==> config.mk <==
export PLATFORM = sky130hd
export DESIGN_NAME = adder_pipe
export DESIGN_NICKNAME = d
export VERILOG_FILES = /design/src/rtl/adder_pipe.sv
export SDC_FILE = /design/constraint.sdc
export NUM_CORES = 1
export LEC_CHECK = 0
export CORE_MARGIN = 2
export CORE_UTILIZATION = 51
export CTS_BUF_LIST = sky130_fd_sc_hd__clkbuf_4 sky130_fd_sc_hd__clkbuf_8
export CTS_CLUSTER_SIZE = 25
export DETAILED_ROUTE_END_ITERATION = 8
export PLACE_DENSITY = 0.89
export RECOVER_POWER = 100
export SYNTH_ARGS = -nofsm -noshare
export SYNTH_HDL_FRONTEND = slang
export SYNTH_SLANG_ARGS = --single-unit
==> constraint.sdc <==
create_clock -name clk -period 2.6 [get_ports clk]
set_input_delay 0.78 -clock clk [delete_from_list [all_inputs] [get_ports clk]]
set_output_delay 0.78 -clock clk [all_outputs]
set_load 0.03 [all_outputs]
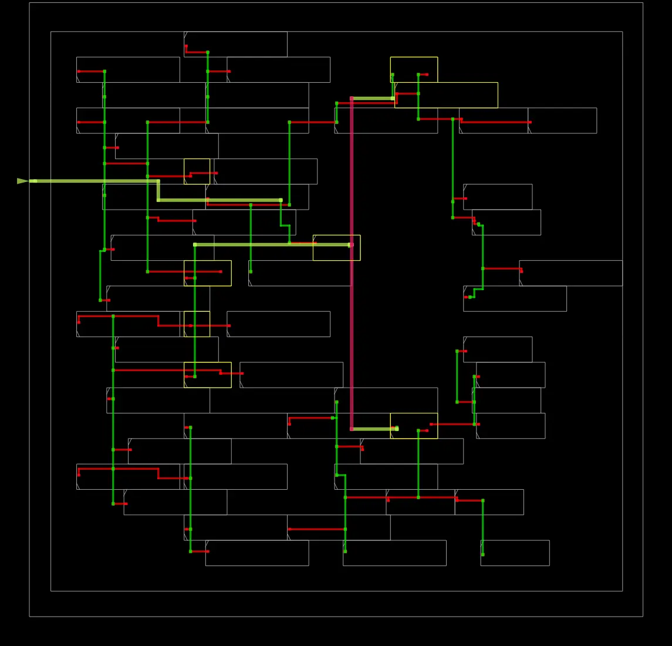
(run_1/final_clocks.png)
FF+latch count: 47
# clk buffers: 7
final worst clock skew: 5.12 ps
Sink Count: 47
CTS Buf Count: 5

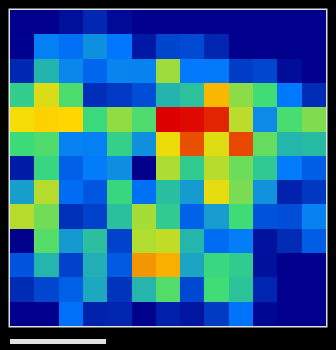
(run_1/wire_density.png)
The bar under the picture is 20 um long. The die is cut into 13 by 13 equal tiles; dark blue is low, red is high, scaled to the fullest tile. Values are wire area over tile area, all layers added.
The fullest tile reaches 0.34. 24% of the tiles are over half the peak. The densest ninth of the die: centre. 17% of the tiles are nearly empty.
DRT Wirelength: 2.79 mm
detail-routed net length per standard cell: 12.7 um
via count: 1,095

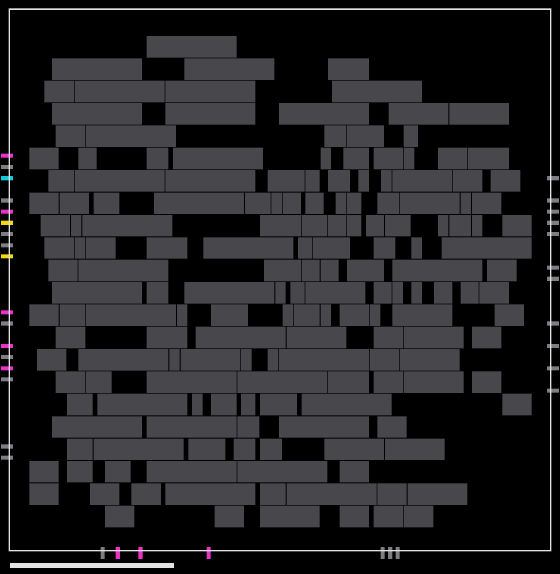
(run_1/pins.png)
The bar under the picture is 20 um long. Pins as bars across the die edge, other pins in grey.
Yellow stands for `op`, pins 2, direction input, edge west. Cyan stands for `in_ready`, pins 1, direction output, edge west. Magenta stands for `a`, pins 8, direction input, edge 5 west, 3 south.
All pins by edge: 17 west, 11 east, 7 south.
Die Wd: 65.7 um
Port-buffer cells: 34
Die Ht: 65.7 um

==> git commit body, run 1 <==
Update PnR metrics after Yosys + OpenROAD run

- Run status: complete, no violations
- Critical path cell sequence: clkdlybuf4s50_1, nor2b_4, inv_1, clkbuf_2
* Non-filler instance count after layout: 220
* Pin count of the biggest net entering global routing: 35
- Per the timing report, the achievable frequency comes out to 405 MHz.
* Predominant post-synthesis flop cell: edfxtp_1
* Largest contributor to cell area by class: sequential cells
- Post-route DRC violation count: 0
* Worst-case reg-to-reg path depth: 7
- Clock tree from TritonCTS: yes
- Synth Register Bits: 47
- After synthesis, the share of flip-flops with an asynchronous set or reset is 0%.
- Initial core utilization: 53.0%
* Sequential-cell power consumption: 0.967 mW
- Number of enable-type register cells in the synthesized netlist: 36
- Skew-Pair Late Insertion Delay: 290 ps
- Per the OpenROAD floorplan log, the area of the core is 3660 um2.
- The power report puts the net switching power at 0.456 mW.
- Switching part of the total power: 24.5%
- The internal portion of the total power is 1.40 mW.
* Part of the total power dissipated in combinational logic: 19.5%
- Per the CTS log, the root buffer master is clkbuf_8.
- The layout report gives the register share of total cell area as 53.0%.
- Across all checked pins, the minimum headroom to the slew limit is 46.8%.
* Length of routed wiring on met1: 1.14 mm
- Hold Crit Class: reg2reg
- Per the gpl log, the routability congestion estimate is 0.866.
- Final-stage net count: 204
- Top Layer Used: met4
- Net count after synthesis: 161
- STA classifies the critical path endpoint as an output pin.
- Vias in the first global route: 1,213
- Before any placement, the netlist area is recorded as 1940 um2.
- Data arrival time of the worst path: 1690 ps
- Final min period: 2470 ps
* N_diodes: 0
- Non-clock buffer count: 37
* Count of buffers added by post-CTS timing repair for setup: 0
- STA puts the critical path data required time at 1820 ps.
* Top cell type's share of synthesized area: 55.7%
* Filler cell count in the final layout: 252
* Met1 GRT Util: 16.7%
* Detailed Place HPWL: 2.12 mm
* Cell at the slowest stage of the critical path: clkdlybuf4s50_1
- Relative contribution of sequential cells to total power: 52.1%
--- run 2 (diff from run 1) ---
- ABC_AREA: unset -> 1
- PLACE_DENSITY: 0.89 -> 0.88
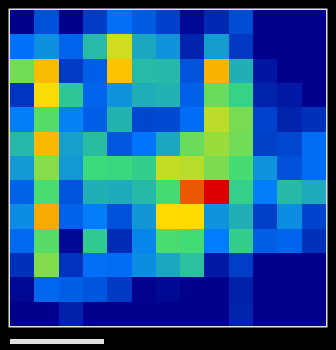
(run_2/wire_density.png)
The bar under the picture is 20 um long. The die is cut into 13 by 13 equal tiles; dark blue is low, red is high, scaled to the fullest tile. Values are wire area over tile area, all layers added.
18% of the tiles are over half the peak. The mean over all tiles is 0.10. 21% of the tiles are nearly empty. The emptiest ninth of the die: south-east. The fullest tile reaches 0.38. The densest ninth of the die: centre.
via count: 1,255
overall fraction of global-route tracks in use: 15.2%

==> git commit body, run 2 <==
Update PnR metrics after Yosys + OpenROAD run

- The run finished with clean final reports.
* Critical path cell sequence: clkdlybuf4s50_1, nor2_2, inv_2, clkbuf_2
- Switching part of the total power: 26.7%
* Top cell type's share of synthesized area: 52.8%
- Critical path capture point type: output pin
- In this run, synthesis produced a sequential element count of 47.
- Predominant post-synthesis flop cell: edfxtp_1
- Die Wd: 67.3 um
- Derived from the worst setup path, the maximum achievable clock frequency is 412 MHz.
- Sequential cells account for 50.7% of the total power.
* Pin count of the biggest net entering global routing: 36
- Length of routed wiring on met1: 1.25 mm
- Die Ht: 67.3 um
- Of all flip-flops after synthesis, the portion carrying an async set or reset was 0%.
- TritonCTS built the clock tree.
- Sink Count: 47
- The sequential power reported by the tool is 0.968 mW.
* Data required time at the worst endpoint: 1820 ps
- Checking hold timing, the worst path is listed with class reg2reg.
- Initial core utilization: 51.9%
* Power spent charging and discharging nets: 0.511 mW
- # clk buffers: 6
* N_diodes: 0
- Cell at the slowest stage of the critical path: clkdlybuf4s50_1
- The net count of the finished layout is 248.
- Subtracting the final worst setup slack from the clock period gives 2430 ps.
- Cell area after synthesis: 2050 um2
- Sequential share of cell area: 51.0%
* Net count after synthesis: 207
- Part of the total power dissipated in combinational logic: 22.9%
* Filler cell count in the final layout: 310
- Note, the detailed placer reported a final HPWL of 2.19 mm.
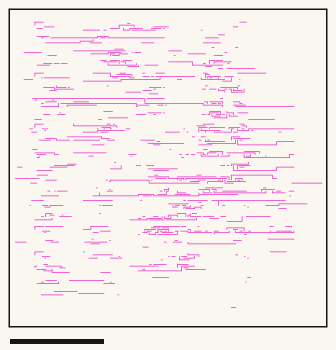
(run_2/met1.png)
The bar under the picture is 20 um long.
The longest straight run is 23.9 um. The wires run mostly horizontal. 221 nets have wire on it. The layer carries 1,250 um of wire. The layer holds 43% of the routed length.
met1 GRT Util: 18.9%
DRT Wirelength: 2.88 mm

Power is estimated from default activity; no workload was simulated.
